<file path="src/rtl/alu4_pkg.sv">
// rtl/alu4_pkg.sv - shared types and constants for the alu4 issue stage
//
// Contents:
//   ALU_WIDTH  datapath width of the alu4 block
//   alu_op_t   operation encoding on the alu4 op pins
//   cmd_t      one queued command {op, a, b, use_acc}
//   state_t    issue FSM states
package alu4_pkg;

    localparam int ALU_WIDTH = 4;

    typedef enum logic [1:0] {
        OP_ADD = 2'd0,
        OP_SUB = 2'd1,
        OP_AND = 2'd2,
        OP_OR  = 2'd3
    } alu_op_t;

    typedef struct packed {
        alu_op_t                op;
        logic [ALU_WIDTH-1:0]   a;
        logic [ALU_WIDTH-1:0]   b;
        logic                   use_acc;
    } cmd_t;

    // IDLE: operand register empty; ISSUE: operands on the alu pins;
    // STALL: operands held because the result register cannot take them.
    typedef enum logic [1:0] {
        IDLE  = 2'd0,
        ISSUE = 2'd1,
        STALL = 2'd2
    } state_t;

endpackage

</file>
<file path="src/rtl/alu4_cmd_fifo.sv">
// rtl/alu4_cmd_fifo.sv - synchronous command FIFO carrying cmd_t entries
//
// Ports:
//   clk, rst          clock, synchronous active-high reset
//   push, push_data   write request and entry (ignored when full)
//   pop, pop_data     read request (ignored when empty), head entry
//   full, empty       occupancy flags derived from a registered count
module alu4_cmd_fifo
    import alu4_pkg::*;
#(
    parameter int FIFO_DEPTH = 4
) (
    input  logic clk,
    input  logic rst,
    input  logic push,
    input  cmd_t push_data,
    input  logic pop,
    output cmd_t pop_data,
    output logic full,
    output logic empty
);

    localparam int PW = $clog2(FIFO_DEPTH);
    localparam logic [PW:0] DEPTH_C = FIFO_DEPTH[PW:0];

    cmd_t          mem [FIFO_DEPTH];
    logic [PW-1:0] wr_ptr;
    logic [PW-1:0] rd_ptr;
    logic [PW:0]   count;
    logic          do_push;
    logic          do_pop;

    assign do_push  = push && !full;
    assign do_pop   = pop && !empty;
    assign full     = (count == DEPTH_C);
    assign empty    = (count == '0);
    assign pop_data = mem[rd_ptr];

    // Storage carries no reset; only pointers and count define validity.
    always_ff @(posedge clk) begin
        if (do_push) begin
            mem[wr_ptr] <= push_data;
        end
    end

    // Depth is a power of two, so pointers wrap by natural overflow.
    always_ff @(posedge clk) begin
        if (rst) begin
            wr_ptr <= '0;
            rd_ptr <= '0;
            count  <= '0;
        end else begin
            if (do_push) begin
                wr_ptr <= wr_ptr + PW'(1);
            end
            if (do_pop) begin
                rd_ptr <= rd_ptr + PW'(1);
            end
            case ({do_push, do_pop})
                2'b10:   count <= count + (PW+1)'(1);
                2'b01:   count <= count - (PW+1)'(1);
                default: count <= count;
            endcase
        end
    end

endmodule

</file>
<file path="src/rtl/alu4_issue_stage.sv">
// rtl/alu4_issue_stage.sv - command sequencer feeding the combinational alu4
//
// Ports:
//   clk, rst                      clock, synchronous active-high reset
//   cmd_valid/cmd_ready           command handshake; cmd_op/cmd_a/cmd_b/cmd_use_acc
//   alu_a/alu_b/alu_op            operands driven to alu4
//   alu_result/alu_ovf            alu4 outputs, captured into the result register
//   res_valid/res_ready           result handshake; res_data/res_ovf
//   acc                           last captured result
//   sticky_ovf/clr_sticky         accumulated overflow flag and its clear
module alu4_issue_stage
    import alu4_pkg::*;
#(
    parameter int FIFO_DEPTH = 4
) (
    input  logic                 clk,
    input  logic                 rst,
    input  logic                 cmd_valid,
    output logic                 cmd_ready,
    input  logic [1:0]           cmd_op,
    input  logic [ALU_WIDTH-1:0] cmd_a,
    input  logic [ALU_WIDTH-1:0] cmd_b,
    input  logic                 cmd_use_acc,
    output logic [ALU_WIDTH-1:0] alu_a,
    output logic [ALU_WIDTH-1:0] alu_b,
    output logic [1:0]           alu_op,
    input  logic [ALU_WIDTH-1:0] alu_result,
    input  logic                 alu_ovf,
    output logic                 res_valid,
    input  logic                 res_ready,
    output logic [ALU_WIDTH-1:0] res_data,
    output logic                 res_ovf,
    output logic [ALU_WIDTH-1:0] acc,
    output logic                 sticky_ovf,
    input  logic                 clr_sticky
);

    cmd_t                 in_cmd;
    cmd_t                 head;
    cmd_t                 opr;
    logic                 full;
    logic                 empty;
    logic                 push;
    logic                 pop;
    logic                 capture;
    logic                 out_free;
    logic                 ovf_now;
    logic [ALU_WIDTH-1:0] acc_fwd;
    state_t               state;
    state_t               state_next;

    assign in_cmd    = {alu_op_t'(cmd_op), cmd_a, cmd_b, cmd_use_acc};
    // Held low while rst is asserted so nothing is accepted into a FIFO being cleared.
    assign cmd_ready = !full && !rst;
    assign push      = cmd_valid && cmd_ready;
    assign out_free  = !res_valid || res_ready;
    assign ovf_now   = (opr.op == OP_ADD) && alu_ovf;
    // A command popped on a capture edge must see the result being written to acc.
    assign acc_fwd   = capture ? alu_result : acc;

    assign alu_a  = opr.a;
    assign alu_b  = opr.b;
    assign alu_op = opr.op;

    alu4_cmd_fifo #(
        .FIFO_DEPTH (FIFO_DEPTH)
    ) u_fifo (
        .clk       (clk),
        .rst       (rst),
        .push      (push),
        .push_data (in_cmd),
        .pop       (pop),
        .pop_data  (head),
        .full      (full),
        .empty     (empty)
    );

    always_ff @(posedge clk) begin
        if (rst) begin
            state <= IDLE;
        end else begin
            state <= state_next;
        end
    end

    always_comb begin
        state_next = state;
        pop        = 1'b0;
        capture    = 1'b0;
        case (state)
            IDLE: begin
                if (!empty) begin
                    pop        = 1'b1;
                    state_next = ISSUE;
                end
            end
            ISSUE, STALL: begin
                if (out_free) begin
                    capture = 1'b1;
                    if (!empty) begin
                        pop        = 1'b1;
                        state_next = ISSUE;
                    end else begin
                        state_next = IDLE;
                    end
                end else begin
                    state_next = STALL;
                end
            end
            default: state_next = IDLE;
        endcase
    end

    // Operand register: only a pop changes it, so the alu pins stay put when idle or stalled.
    always_ff @(posedge clk) begin
        if (rst) begin
            opr <= '{op: OP_ADD, a: '0, b: '0, use_acc: 1'b0};
        end else if (pop) begin
            opr.op      <= head.op;
            opr.a       <= head.use_acc ? acc_fwd : head.a;
            opr.b       <= head.b;
            opr.use_acc <= head.use_acc;
        end
    end

    always_ff @(posedge clk) begin
        if (rst) begin
            res_valid  <= 1'b0;
            res_data   <= '0;
            res_ovf    <= 1'b0;
            acc        <= '0;
            sticky_ovf <= 1'b0;
        end else begin
            if (capture) begin
                res_valid <= 1'b1;
                res_data  <= alu_result;
                res_ovf   <= ovf_now;
                acc       <= alu_result;
            end else if (res_ready) begin
                res_valid <= 1'b0;
            end
            // A new overflow outranks a clear in the same cycle.
            if (capture && ovf_now) begin
                sticky_ovf <= 1'b1;
            end else if (clr_sticky) begin
                sticky_ovf <= 1'b0;
            end
        end
    end

endmodule

</file>
<file path="config.mk">
export PLATFORM = sky130hd
export DESIGN_NAME = alu4_issue_stage
export DESIGN_NICKNAME = d
export VERILOG_FILES = /design/src/rtl/alu4_pkg.sv /design/src/rtl/alu4_cmd_fifo.sv /design/src/rtl/alu4_issue_stage.sv
export SDC_FILE = /design/constraint.sdc
export NUM_CORES = 1
export LEC_CHECK = 0
export CAP_MARGIN = 10
export CORE_MARGIN = 1.5
export CORE_UTILIZATION = 48
export DETAILED_ROUTE_END_ITERATION = 16
export PLACE_DENSITY = 0.71
export SETUP_SLACK_MARGIN = 0.05
export SLEW_MARGIN = 20
export SYNTH_ARGS = -nofsm -noshare
export SYNTH_HDL_FRONTEND = slang
export SYNTH_SLANG_ARGS = --single-unit
</file>
<file path="constraint.sdc">
create_clock -name clk -period 2.6 [get_ports clk]
set_input_delay 0.52 -clock clk [delete_from_list [all_inputs] [get_ports clk]]
set_output_delay 0.52 -clock clk [all_outputs]
set_load 0.005 [all_outputs]
</file>
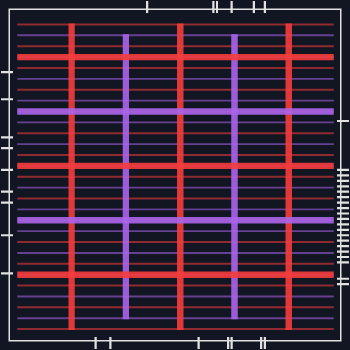
(run_1/pdn.png)
(4 px per um) Pins as bars on the die edge.
legend:
  VDD:
    colour: purple
  VSS:
    colour: red
signal pins: 43
rows: 28
met5 straps: 5
Die X: 82.5 um
die outline height: 82.5 um
Peak VDD IR: 0.479 mV

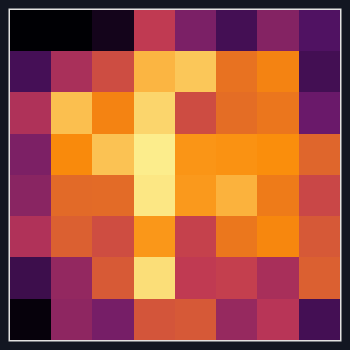
(run_1/density.png)
(4 px per um) The die is cut into 8 by 8 equal tiles; black is low, pale yellow is high, 0 to 100% covered.
densest ninth of the die: centre
tiles over 75% full: 22%
fullest tile: 96%
final standard cell utilization of the core: 62.9%
Floorplan Utilization: 50.3%
Core Area: 6030 um^2

==> Changelog: implementation, run 1 <==
### Physical design

* Cell resize tally after clock tree synthesis at 0
* Later-pin clock latency in the skew report at 0.34 ns
* Area Growth Syn to Fin at 25.0%
* Met2 routed wirelength at 2410 um
* Post-layout period usage of the worst path at 86.8%
* Total Power at 3.95 mW
* Endpoint class of the critical path: flip-flop
* Number of nets with antenna violations after detailed routing at 0
* Clock tree from TritonCTS: done
* Count of state elements after synthesis at 76
* HPWL after detailed placement at 3440 um
* Measured slew at the worst slew-check pin at 0.547 ns
* Worst Min Path Start: res_data[0]
* Slowest Stage Delay on Critical Path at 0.37 ns
* Buffer depth of the longest clock path at 2
* Count of buffers from port buffering at 42
* Adder Share, Synth at 3.14%
* Congestion Overflow GR at 0
* Total of endpoints with negative setup slack in the final report at 0
* Cts hold-fix bufs at 0
* Switching power at 1.12 mW
* Status: finished clean
* Most common cell after layout, fill and taps aside: sky130_fd_sc_hd__edfxtp_1
* Yosys synthesis chip area at 3030 um^2
* Length of the first detailed-routing pass in iterations at 4
* Fraction of met3 tracks used by global routing at 4.84%
* Wire length on met1 at 2260 um
* Combinational group power at 1.28 mW
* Cell type with the largest total area after synthesis: sky130_fd_sc_hd__edfxtp_1
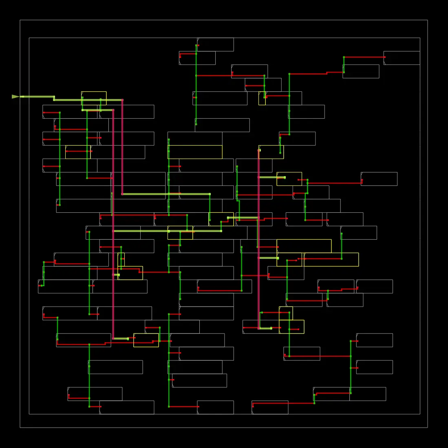
(run_1/final_clocks.png)
sequential cell count of the final layout: 76
worst setup skew after layout: 0.0101 ns

--- run 2 (diff from run 1) ---
--- a/config.mk
+++ b/config.mk
@@ -10,7 +10,9 @@
 export CORE_UTILIZATION = 48
 export DETAILED_ROUTE_END_ITERATION = 16
 export PLACE_DENSITY = 0.71
+export REMOVE_ABC_BUFFERS = 1
 export SETUP_SLACK_MARGIN = 0.05
+export SKIP_CTS_REPAIR_TIMING = 1
 export SLEW_MARGIN = 20
 export SYNTH_ARGS = -nofsm -noshare
 export SYNTH_HDL_FRONTEND = slang
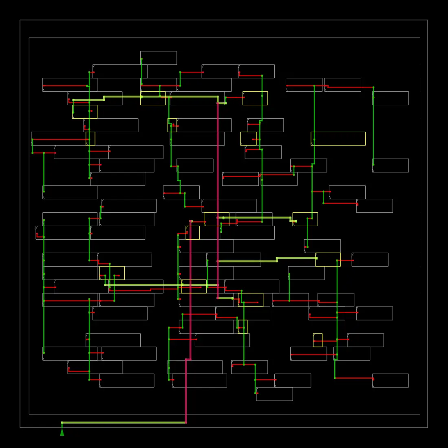
(run_2/final_clocks.png)
number of buffers created by CTS: 9
later-pin clock latency in the skew report: 0.34 ns
clk_buf instances: 9
clock sink count: 76

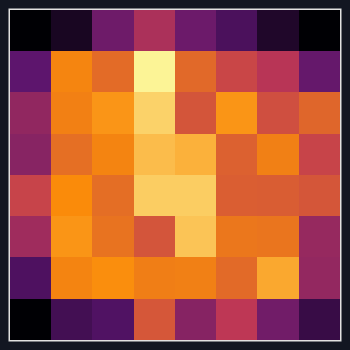
(run_2/density.png)
(4 px per um) The die is cut into 8 by 8 equal tiles; black is low, pale yellow is high, 0 to 100% covered.
nearly empty tiles: 4.7%
fullest tile: 98%
densest ninth of the die: centre
tiles over 75% full: 19%
mean over tiles: 54%
final standard cell utilization of the core: 62.6%

==> run 2 against run 1 <==
  * Critical path depth is the same
  * Total power shrank 4.9%
  * Die area is the same
  * Cell count grew 0.29%
  * Final area shrank 0.53%
  * Setup slack gained 0.031 ns
  * Combinational power is essentially flat
  * First-iteration DRC count grew 6.0%
  * Highest routed layer unchanged
==> Changelog: implementation, run 2 <==
### Physical design

* Total Power at 3.76 mW
* Worst setup skew after layout at 0.00970 ns
* Sequential cell count of the final layout at 76
* Number of nets with antenna violations after detailed routing at 0
* Most common cell after layout, fill and taps aside: sky130_fd_sc_hd__edfxtp_1
* Measured slew at the worst slew-check pin at 0.370 ns
* Congestion Overflow GR at 0
* Slowest Stage Delay on Critical Path at 0.38 ns
* Yosys synthesis chip area at 3030 um^2
* Buffer depth of the longest clock path at 2
* Status: finished clean
* Die outline height at 82.5 um
* Post-layout period usage of the worst path at 85.6%
* Count of state elements after synthesis at 76
* Count of buffers from port buffering at 42
* Wire length on met1 at 2120 um
* Combinational group power at 1.31 mW
* Clock tree from TritonCTS: done
* Worst Min Path Start: res_data[3]
* Area Growth Syn to Fin at 24.3%
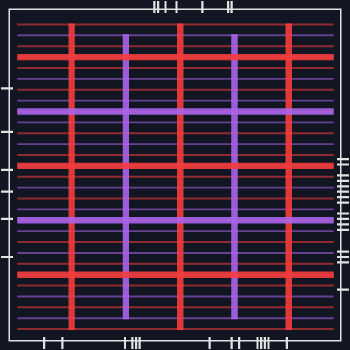
(run_2/pdn.png)
(4 px per um) Pins as bars on the die edge.
legend:
  VDD:
    colour: purple
  VSS:
    colour: red
met4 straps: 5
rows: 28
met5 straps: 5
Peak VDD IR: 0.558 mV

--- run 3 (diff from run 2) ---
--- a/config.mk
+++ b/config.mk
@@ -16,4 +16,5 @@
 export SLEW_MARGIN = 20
 export SYNTH_ARGS = -nofsm -noshare
 export SYNTH_HDL_FRONTEND = slang
+export SYNTH_HIERARCHICAL = 1
 export SYNTH_SLANG_ARGS = --single-unit
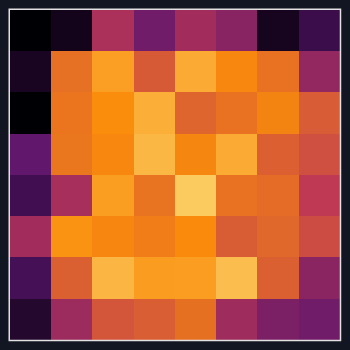
(run_3/density.png)
(4 px per um) The die is cut into 8 by 8 equal tiles; black is low, pale yellow is high, 0 to 100% covered.
nearly empty tiles: 3.1%
emptiest ninth of the die: upper left
mean over tiles: 55%
tiles over 75% full: 20%
fullest tile: 89%
final standard cell utilization of the core: 64.1%
Floorplan Utilization: 50.6%

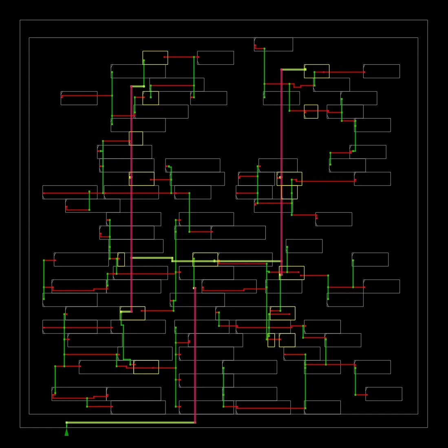
(run_3/final_clocks.png)
worst setup skew after layout: 0.00794 ns
Power Clock: 0.788 mW

==> run 3 against run 2 <==
  * Critical path depth rose by 3
  * Total power fell by 16%
  * Global-route usage rose by 1.8 points
  * Flip-flop count did not move
  * Cell count rose by 6.0%
  * Clock power fell by 7.6%
  * Worst hold slack barely moved
  * Maximum frequency fell by 9.1%
  * Sequential power fell by 4%
  * Synthesized cell count rose by 4.7%
  * Non-clock buffer count rose by 9
==> Changelog: implementation, run 3 <==
### Physical design

* Worst Path Buf+Inv at 4
* Slowest Stage Delay on Critical Path at 0.47 ns
* HPWL after detailed placement at 3820 um
* Post-layout period usage of the worst path at 94.2%
* GPL Wtd Cong at 0.776
* Adder Share, Synth at 3.55%
* Combinational group power at 0.861 mW
* Clk_buf instances at 9
* Worst setup path class: in -> reg
* Aggregate routed wire length at 5530 um
* Crit-path most repeated cell: sky130_fd_sc_hd__inv_1
* Count of state elements after synthesis at 76
* Sequential cell count of the final layout at 76
* Fraction of met3 tracks used by global routing at 3.52%
* Clock sink count at 76
* Yosys synthesis chip area at 3030 um^2
* Clock power share at 24.9%
* Htree depth at 3
* Length of the first detailed-routing pass in iterations at 4
* Buffer depth of the longest clock path at 2
* Depth of the worst hold-timing path at 2
* Biggest area consumer among cell classes: sequential cells
* Area Growth Syn to Fin at 26.8%
* Cell type with the largest total area after synthesis: sky130_fd_sc_hd__edfxtp_1
* Worst Min Path Start: alu_b[2]
* Congestion Overflow GR at 0
* Layout Cell Area excl Fill at 3840 um^2
* Area share, top type at 43.6%
* Endpoint class of the critical path: flip-flop
* Later-pin clock latency in the skew report at 0.34 ns
* Count of buffers from port buffering at 42
* Measured slew at the worst slew-check pin at 0.416 ns
* Switching power at 0.938 mW
* Fill cell total of the finished layout at 466
* Total of endpoints with negative setup slack in the final report at 0
* Total Power at 3.17 mW
* Met2 routed wirelength at 2650 um
* Cell leakage power at 1.37 nW
* Status: finished clean
* Wire length on met1 at 2500 um
* Number of remaining DRC errors at 0
* Number of buffers created by CTS at 9
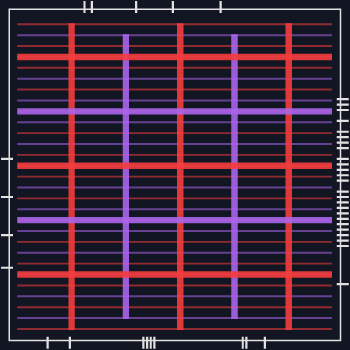
(run_3/pdn.png)
(4 px per um) Pins as bars on the die edge.
legend:
  VSS:
    colour: red
  VDD:
    colour: purple
met5 straps: 5
met4 straps: 5
rows: 28
signal pins: 43
met1 rails: 29
Core Area: 5990 um^2
Peak VDD IR: 0.392 mV
die outline height: 82.5 um
Die X: 82.5 um


==> gallery <==
Register map, names as in the netlist.
(4 px per um)
(a)
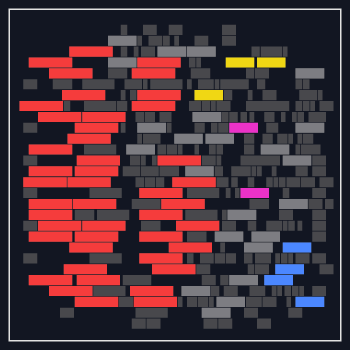
(b)
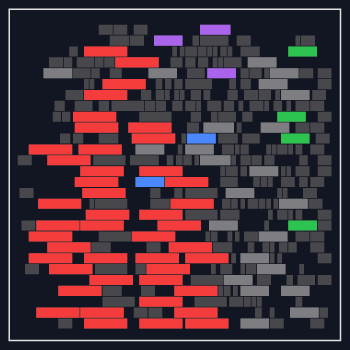
(c)
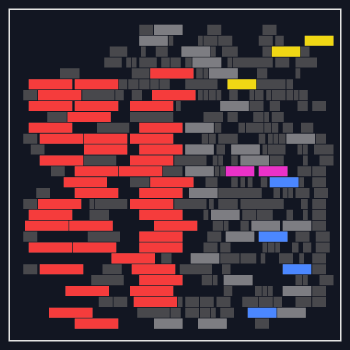
(b): run 3
(a): run 2
(c): run 1

No activity file was given, so power comes from the tool's default toggle rates.
